## src/rtl/d_mem_arbiter_pkg.sv

```systemverilog
// Shared types and constants for the data-memory arbiter.
// Direction encoding matches the data memory's dir input.
package d_mem_arbiter_pkg;

    localparam logic DIRECTION_READ  = 1'b0;
    localparam logic DIRECTION_WRITE = 1'b1;

    typedef enum logic [1:0] {
        ST_IDLE    = 2'd0,
        ST_BUSY    = 2'd1,
        ST_RELEASE = 2'd2
    } arb_state_e;

endpackage

```

## src/rtl/d_mem_rr_pick.sv

```systemverilog
// Two-way round-robin picker: a lone request wins outright,
// and a tie goes to the requester that was not served last.
module d_mem_rr_pick (
    input  logic [1:0] req,
    input  logic       last,
    output logic       valid,
    output logic       pick
);

    // Select the winner from the request vector and last-served owner.
    always_comb begin
        valid = |req;
        case (req)
            2'b01:   pick = 1'b0;
            2'b10:   pick = 1'b1;
            2'b11:   pick = ~last;
            default: pick = 1'b0;
        endcase
    end

endmodule

```

## src/rtl/d_mem_arbiter.sv

```systemverilog
// Shares one data-memory port between two requesters with round-robin
// fairness, a forced release cycle between transactions and a timeout.
module d_mem_arbiter
    import d_mem_arbiter_pkg::*;
#(
    parameter int d_addr_width   = 8,
    parameter int timeout_cycles = 16
) (
    input  logic                    clk,
    input  logic                    rst,
    input  logic                    s0_req,
    input  logic                    s0_dir,
    input  logic [d_addr_width-1:0] s0_addr,
    input  logic [7:0]              s0_wdata,
    output logic                    s0_ack,
    output logic [7:0]              s0_rdata,
    input  logic                    s1_req,
    input  logic                    s1_dir,
    input  logic [d_addr_width-1:0] s1_addr,
    input  logic [7:0]              s1_wdata,
    output logic                    s1_ack,
    output logic [7:0]              s1_rdata,
    output logic                    m_req,
    output logic                    m_dir,
    output logic [d_addr_width-1:0] m_addr,
    output logic [7:0]              m_wdata,
    input  logic                    m_ack,
    input  logic [7:0]              m_rdata,
    output logic                    timeout_err
);

    localparam int                CNT_W    = $clog2(timeout_cycles + 1);
    localparam logic [CNT_W-1:0]  CNT_LAST = CNT_W'(timeout_cycles - 1);
    localparam logic [CNT_W-1:0]  CNT_ONE  = {{(CNT_W-1){1'b0}}, 1'b1};

    arb_state_e        state_r;
    logic              grant_r;
    logic              last_r;
    logic [CNT_W-1:0]  cnt_r;

    logic              pick_valid_s;
    logic              pick_s;
    logic              busy_s;
    logic              req_g_s;
    logic              timeout_hit_s;

    d_mem_rr_pick u_pick (
        .req   ({s1_req, s0_req}),
        .last  (last_r),
        .valid (pick_valid_s),
        .pick  (pick_s)
    );

    assign busy_s        = (state_r == ST_BUSY);
    assign req_g_s       = grant_r ? s1_req : s0_req;
    // Ack and a dropped request take precedence over the timeout.
    assign timeout_hit_s = busy_s & req_g_s & ~m_ack & (cnt_r == CNT_LAST);
    assign timeout_err   = timeout_hit_s;
    assign s0_rdata      = m_rdata;
    assign s1_rdata      = m_rdata;

    // Memory-side mux; outside BUSY the port is parked as a read of address 0.
    always_comb begin
        m_req   = 1'b0;
        m_dir   = DIRECTION_READ;
        m_addr  = {d_addr_width{1'b0}};
        m_wdata = 8'h00;
        s0_ack  = 1'b0;
        s1_ack  = 1'b0;
        if (busy_s) begin
            m_req   = 1'b1;
            m_dir   = grant_r ? s1_dir   : s0_dir;
            m_addr  = grant_r ? s1_addr  : s0_addr;
            m_wdata = grant_r ? s1_wdata : s0_wdata;
            s0_ack  = m_ack & s0_req & ~grant_r;
            s1_ack  = m_ack & s1_req &  grant_r;
        end else begin
            m_req   = 1'b0;
        end
    end

    // Arbitration FSM with grant ownership and BUSY-cycle watchdog.
    always_ff @(posedge clk) begin
        if (rst) begin
            state_r <= ST_IDLE;
            grant_r <= 1'b0;
            last_r  <= 1'b1;
            cnt_r   <= {CNT_W{1'b0}};
        end else begin
            case (state_r)
                ST_IDLE: begin
                    if (pick_valid_s) begin
                        grant_r <= pick_s;
                        last_r  <= pick_s;
                        cnt_r   <= {CNT_W{1'b0}};
                        state_r <= ST_BUSY;
                    end
                end
                ST_BUSY: begin
                    if (m_ack || !req_g_s || (cnt_r == CNT_LAST)) begin
                        state_r <= ST_RELEASE;
                    end else begin
                        cnt_r <= cnt_r + CNT_ONE;
                    end
                end
                ST_RELEASE: state_r <= ST_IDLE;
                default:    state_r <= ST_IDLE;
            endcase
        end
    end

endmodule

```

## config.mk

```make
export PLATFORM = sky130hd
export DESIGN_NAME = d_mem_arbiter
export DESIGN_NICKNAME = d
export VERILOG_FILES = /design/src/rtl/d_mem_arbiter_pkg.sv /design/src/rtl/d_mem_rr_pick.sv /design/src/rtl/d_mem_arbiter.sv
export SDC_FILE = /design/constraint.sdc
export NUM_CORES = 1
export LEC_CHECK = 0
export ABC_AREA = 1
export CORE_ASPECT_RATIO = 0.6
export CORE_MARGIN = 4
export CORE_UTILIZATION = 32
export DETAILED_ROUTE_END_ITERATION = 10
export PLACE_DENSITY = 0.86
export SLEW_MARGIN = 15
export SYNTH_ARGS = -nofsm -noshare
export SYNTH_HDL_FRONTEND = slang
export SYNTH_SLANG_ARGS = --single-unit
```

## constraint.sdc

```tcl
create_clock -name clk -period 2.4 [get_ports clk]
set_input_delay 0.36 -clock clk [delete_from_list [all_inputs] [get_ports clk]]
set_output_delay 0.36 -clock clk [all_outputs]
set_load 0.01 [all_outputs]
```

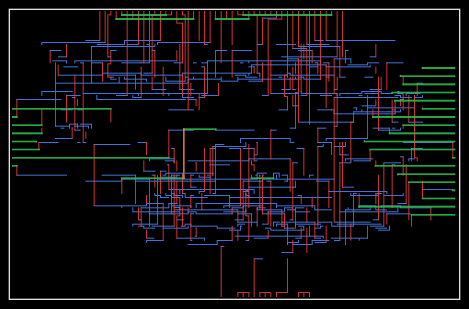
**Above:** run 1 (wiring by layer).
Scale: 6 px per µm.
[orange] M4 | wire length: 8.20 µm
[red] M2 | wire length: 1030 µm
[green] M3 | wire length: 291 µm
[blue] M1 | wire length: 1120 µm
Global Route Usage Sum: 12.9%
routed wire length: 2.45 mm

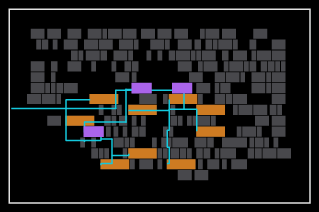
**Above:** run 1 (routed clock nets over the placement).
Scale: 4 px per µm.
[cyan] clock wires | length: 157 µm
[orange] flip-flops | count: 9
[purple] clock-net drivers | count: 3
routed clock nets: 4

==> impl_metrics.toml, run 1 <==
# yosys + openroad results
[status]
status = "completed"

[sta]
worst_pin_slew_ps = 435
slew_viol_final = 0
clock_skew_ps = 0.312
timing.fmax_mhz = 454
rsz0062_at_grt = "no"
finalCritPeriodShare_pct = 91.8
hold_viol = 0
finalCriticalPeriod_ps = 2200
setup_violations = 0

[global_routing]
grt_pass1_vias = 780
grt_pass1_wl_mm = 3.46
grt_overflow_total = 0
grt_max_degree = 19

[setup_path]
reg2reg_setup_slack_ps = 910
cp_max_fo = 4
critPathLaunch = "cnt_r[0]"
crit_path_start_kind = "register"
critical_path_class = "register to primary output"
r2r_start = "cnt_r[0]"
worst_r2r_endpoint = "cnt_r[4]"
worstRegToRegCells = 10
worstPathRequired_ps = 2040
crit_path_end_kind = "primary output"

[clock_tree]
cts-root-buf = "clkbuf_8"
clkTransAtPathRegs_ps = 40
clock_path_buffers = 2
cts_sinks = 9
clkLatencyLatePin_ps = 230
cts_hold_buf = 0
cts.repair.resized = 0
tritoncts = "yes"
cts_max_level = 1
postCtsSetupRepairBufs = 0

[routing]
met2_length_mm = 1.03
viasPerCell = 4.50
top_layer = "met4"
vias = 982
wl_per_cell_um = 11.2
drt_iter0_drc = 41
met3_wirelength_um = 290
firstDrtPassIters = 4
drtAntennaViolNets = 0

[place]
gp_congestion = 0.818
port_buffers = 59
hpwl_mm = 2.03

[finish]
final_layout_size_suffix_gt1_share_pct = 9.14
fin_nets = 236
insertedDiodeCount = 0
syn2layout_area_growth_pct = 64.4

[synth]
fp_nets = 190
synth_area_per_cell_um2 = 6.08
synth_flops = 9
synthCells = 141
top_area_share_pct = 22.3
yosys_cells = 141
yosys_warnings = 0
ys_seq_share_pct = 21.0

[power_and_ir_drop]
total_power_mw = 0.571
switchingPower_mw = 0.170
p_per_area_nw_per_um2 = 406
switching_share_pct = 29.7
p_int_mw = 0.402
clkPwrFrac_pct = 30.6

[min_path]
holdCritPathClass = "register to register"

[floorplan]
die_w_um = 74.8
pin_count = 84

[job]
max_cap_violations = 0
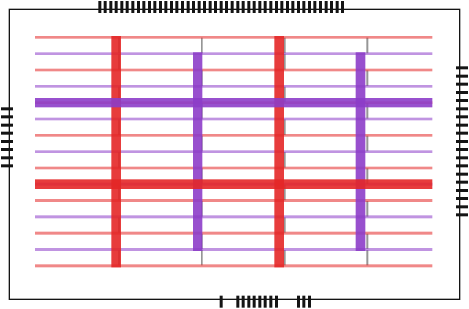
**Above:** run 1 (PDN straps and rails).
Scale: 6 px per µm. Pins as bars on the die edge. Tap cells in gray.
[purple] VDD
[red] VSS
met1 rails: 15
met4 straps: 4
met5 straps: 2

## run 1: cells by family after synthesis
family / after synthesis / share of synthesized area, %
compound gates: 20 / 12.6
simple gates: 79 / 42.0
buf+inv: 31 / 21.5
flops: 9 / 21.0
fa+ha+maj: 2 / 2.92
## run 1: metrics by stage
| stage | instance area [µm²] | worst slack [ps] | hold WS, ps | std cells | util [%] |
|---|---|---|---|---|---|
| finish | 1410 | 196 | 444 | 218 | 55.9 |
| global route | 1410 | 34.6 | 463 | 218 | 55.9 |
| CTS | 1410 | 175 | 447 | 218 | 55.9 |
| detailed placement | 1360 | 269 | 438 | 214 | 54.1 |
| global placement | 1360 | 267 | 430 | 214 | 54.1 |
| floorplan | 857 | 1020 | 419 | 141 | - |
## run 1: flip-flops by register name, indices dropped and copies added, names as in the netlist
name,cells
grant_r,1
state_r,2
cnt_r,5
last_r,1
## run 1: cells in the mapped netlist
library cell,instances
a21oi_1,18
a21oi_2,1
buf_2,3
buf_4,17
clkbuf_1,1
dfxtp_1,9
ha_1,2
inv_1,8
inv_2,2
nand2_1,51
nand2_2,1
nand2_4,3
nand3_1,8
nand3_4,1
nand3b_1,1
nor2_1,9
nor2_2,2
nor3_1,2
nor3b_1,1
o21ai_2,1
## run 1: area by class of cell
class	instances	area, µm²	area share (%)
flip-flops and latches	9	180	12.8
inverters	10	37.5	2.66
multi-input cells	101	493	35.0
repair buffers	62	613	43.5
clock buffers	4	45.0	3.20
well taps	32	40.0	2.84
## run 1: layout by cell type (no fill, tap or decap)
master,count
a21oi_1,18
a21oi_2,1
buf_4,3
clkbuf_1,1
clkbuf_8,3
clkdlybuf4s50_1,59
dfxtp_1,9
ha_1,2
inv_1,8
inv_2,2
nand2_1,51
nand2_2,1
nand2_4,3
nand3_1,8
nand3_4,1
nand3b_1,1
nor2_1,9
nor2_2,2
nor3_1,2
nor3b_1,1
o21ai_2,1
## run 1: per-layer routing
layer	GRT usage, %	vias up
met2	16.8	41
met5	0	-
met4	3.19	0
li1	-	523
met3	7.34	2
met1	17.9	416
## run 1: power groups by stage
stage / Clock, mW / Sequential, mW / Combinational, mW
6_report: 0.175 / 0.164 / 0.233
3_5_place_dp: 0 / 0.166 / 0.235
5_1_grt: 0.189 / 0.164 / 0.254
4_1_cts: 0.181 / 0.163 / 0.236
3_3_place_gp: 0 / 0.166 / 0.232
2_1_floorplan: 0 / 0.165 / 0.131
## run 1: how the worst min path moves through the flow
stage,end,startpoint,cells after the start,slack (ps)
2_1_floorplan,cnt_r[3],cnt_r[3],2,420
5_1_grt,cnt_r[3],cnt_r[3],2,460
3_3_place_gp,cnt_r[3],cnt_r[3],2,430
4_1_cts,cnt_r[3],cnt_r[3],2,450
6_report,cnt_r[3],cnt_r[3],2,440
3_5_place_dp,cnt_r[3],cnt_r[3],2,440
## run 1: worst max-delay path, cell delays in order (launching register included)
cell	delay, ps
dfxtp_1	390
ha_1	200
nand2_1	70
nor2_1	110
ha_1	150
inv_1	70
nor2_1	100
clkdlybuf4s50_1	530
==> inputs of run 2 (changes only) <==
Settings changed: CAP_MARGIN from default to 30, CORE_UTILIZATION 32 to 33, CTS_BUF_LIST from default to sky130_fd_sc_hd__clkbuf_4, PLACE_DENSITY 0.86 to 0.88.
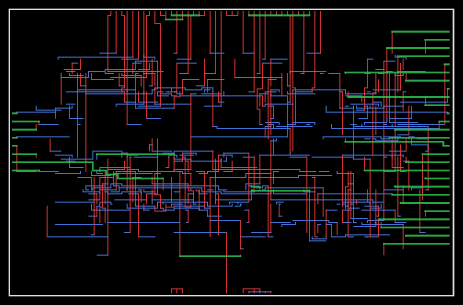
**Above:** run 2 (wiring by layer).
Scale: 6 px per µm.
[green] M3 | wire length: 316 µm
[red] M2 | wire length: 1130 µm
[blue] M1 | wire length: 1140 µm
routed wire length: 2.59 mm
DR vias: 985
Global Route Usage Sum: 14.1%
DR WL/cell: 12.0 µm

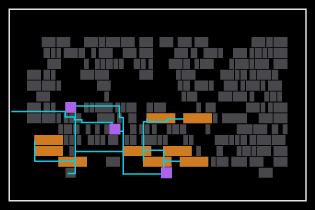
**Above:** run 2 (routed clock nets over the placement).
Scale: 4 px per µm.
[orange] flip-flops | count: 9
[purple] clock-net drivers | count: 3
[cyan] clock wires | length: 153 µm
routed clock nets: 4

==> impl_metrics.toml, run 2 <==
# yosys + openroad results
[sta]
timing.fmax_mhz = 441
rsz0062_at_grt = "no"
worst_pin_slew_ps = 379
whs_ps = 450
setup_violations = 0
finalCritPeriodShare_pct = 94.5
finalCriticalPeriod_ps = 2270
slew_viol_final = 0
clock_skew_ps = 2.52

[synth]
top_area_share_pct = 22.3
synthMostInstantiatedCell = "nand2_1"
synth_flops = 9
yosys-top-cells-count = "51 x nand2_1, 18 x a21oi_1, 17 x buf_4, 9 x dfxtp_1, 9 x nor2_1"
yosys_cells = 141
ys_seq_share_pct = 21.0
synthCells = 141
yosys_warnings = 0
async_flop_share_pct = 0
ff_type = "dfxtp_1"
synth_area_per_cell_um2 = 6.08

[power_and_ir_drop]
switching_share_pct = 31.3
clkPwrFrac_pct = 24.5
switchingPower_mw = 0.163
p_per_area_nw_per_um2 = 378
p_int_mw = 0.359

[finish]
reg_top3 = "cnt_r (5), state_r (2)"
insertedDiodeCount = 0
syn2layout_area_growth_pct = 61.5
final_common_cell = "clkdlybuf4s50_1"
fin_nets = 235
final_core_util_pct = 59.9
final_cell_area_um2 = 1380
flop_area_um2 = 180
largest_reg_flops = 5
final_layout_size_suffix_gt1_share_pct = 9.19
regMostFlops = "cnt_r"
final_cell_mix = "59 x clkdlybuf4s50_1, 51 x nand2_1, 18 x a21oi_1"
final_cells = 215

[global_routing]
grt_pass1_vias = 869
grt_overflow_total = 0
grt_pass1_wl_mm = 3.80
grt_max_degree = 20

[routing]
viasPerCell = 4.58
firstDrtPassIters = 4
drt_iter0_drc = 20

[clock_tree]
tritoncts = "yes"
cts-root-buf = "clkbuf_4"
cts_max_level = 1
cts_sinks = 9
cts_hold_buf = 0
postCtsSetupRepairBufs = 0
clkTransAtPathRegs_ps = 60
clock_path_buffers = 2
cts.repair.resized = 0
clkLatencyLatePin_ps = 260

[min_path]
whs_path_depth = 2
hold_end = "cnt_r[3]"
min_from = "cnt_r[3]"
holdCritPathClass = "register to register"

[place]
port_buffers = 59
dp_cells = 211
gp_congestion = 0.841
hpwl_mm = 2.12
dpl-instance-area_um2 = 1350

[status]
status = "completed"

[floorplan]
die_w_um = 73.8
pin_count = 84

[setup_path]
reg2reg_setup_slack_ps = 910
cp_slowest_stage_delay_ps = 550
cp_max_fo = 3
slowest_stage = "clkdlybuf4s50_1"
worst_r2r_endpoint = "cnt_r[4]"
worstRegToRegCells = 10
r2r_start = "cnt_r[0]"
critPathTopFamily = "buffers and inverters"
worst-path-buf-inv = 2
crit_path_end_kind = "primary output"
critical_path_class = "register to primary output"
cp_cell_sequence = "ha_1 -> nand2_1 -> nor2_1 -> ha_1 -> inv_1 -> nor2_1 -> clkdlybuf4s50_1"
worstPathRequired_ps = 2040
crit_path_start_kind = "register"

[job]
max_cap_violations = 0
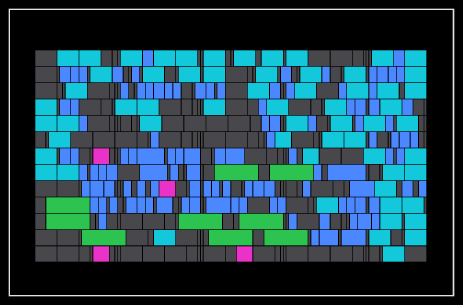
**Above:** run 2 (placed cells, one color a class).
Scale: 6 px per µm. Fill, decap, tap and diode cells in gray.
[cyan] remaining buffers and delay cells | cells: 61 | share of their area: 45%
[green] registers | cells: 9 | share of their area: 13%
[blue] remaining logic cells | cells: 111 | share of their area: 39%
[magenta] clock drivers and dummy loads | cells: 4 | share of their area: 2.2%

==> run 2: through the flow <==
step	power, mW	setup slack [ps]
floorplan	0.296	1020
global placement	0.394	292
detailed placement	0.399	251
CTS	0.535	120
global route	0.564	3.84
finish	0.523	131
==> run 2: routing by layer <==
layer / part of all wire (%) / wire [µm] / global-route usage, %
met3: 12 / 315 / 6.50
met2: 44 / 1130 / 21.8
met1: 44 / 1140 / 17.9
met4: 0 / 0 / 4.33
met5: 0 / 0 / 0
==> run 2: logic make-up (layout without fill, tap and decap cells) <==
logic type	count (synthesis)	after routing	share of synthesized area [%]
and+or+nand+nor	79	79	42.0
buffers and inverters	31	75	21.5
DFF	9	9	21.0
AOI/OAI and AO/OA	20	20	12.6
adders and majority gates	2	2	2.92
==> run 2: worst max path at each step <==
stage	from	to	slack, ps	cells after the start
3_3_place_gp	s1_req	timeout_err	290	6
3_5_place_dp	s0_req	timeout_err	250	6
6_report	cnt_r[1]	timeout_err	130	7
2_1_floorplan	cnt_r[0]	timeout_err	1020	6
4_1_cts	cnt_r[0]	timeout_err	120	7
5_1_grt	cnt_r[0]	timeout_err	4	7
==> run 2: cell type report <==
class	count	share of cell area, %
Clock buffer	4	2.17
Inverter	10	2.71
Multi-Input combinational cell	101	35.6
Sequential cell	9	13.0
Tap cell	30	2.71
Timing Repair Buffer	61	43.8
==> run 2: power by group through the flow <==
stage | Combinational (mW) | Sequential, mW | Clock [mW]
finish | 0.232 | 0.163 | 0.128
detailed placement | 0.233 | 0.166 | 0
global placement | 0.228 | 0.165 | 0
global route | 0.250 | 0.163 | 0.150
floorplan | 0.131 | 0.165 | 0
CTS | 0.234 | 0.163 | 0.139
==> run 2: worst register-to-register path, cell delays in order, from the launching register on <==
cell and delay (ps):
dfxtp_1 340, ha_1 210, nand2_1 90, nor2_1 40
ha_1 190, inv_1 120, nand3_4 110, nand2_4 120
nor2_2 60, nand2_1 60, nand2_1 50
Power and IR drop assume default switching activity.
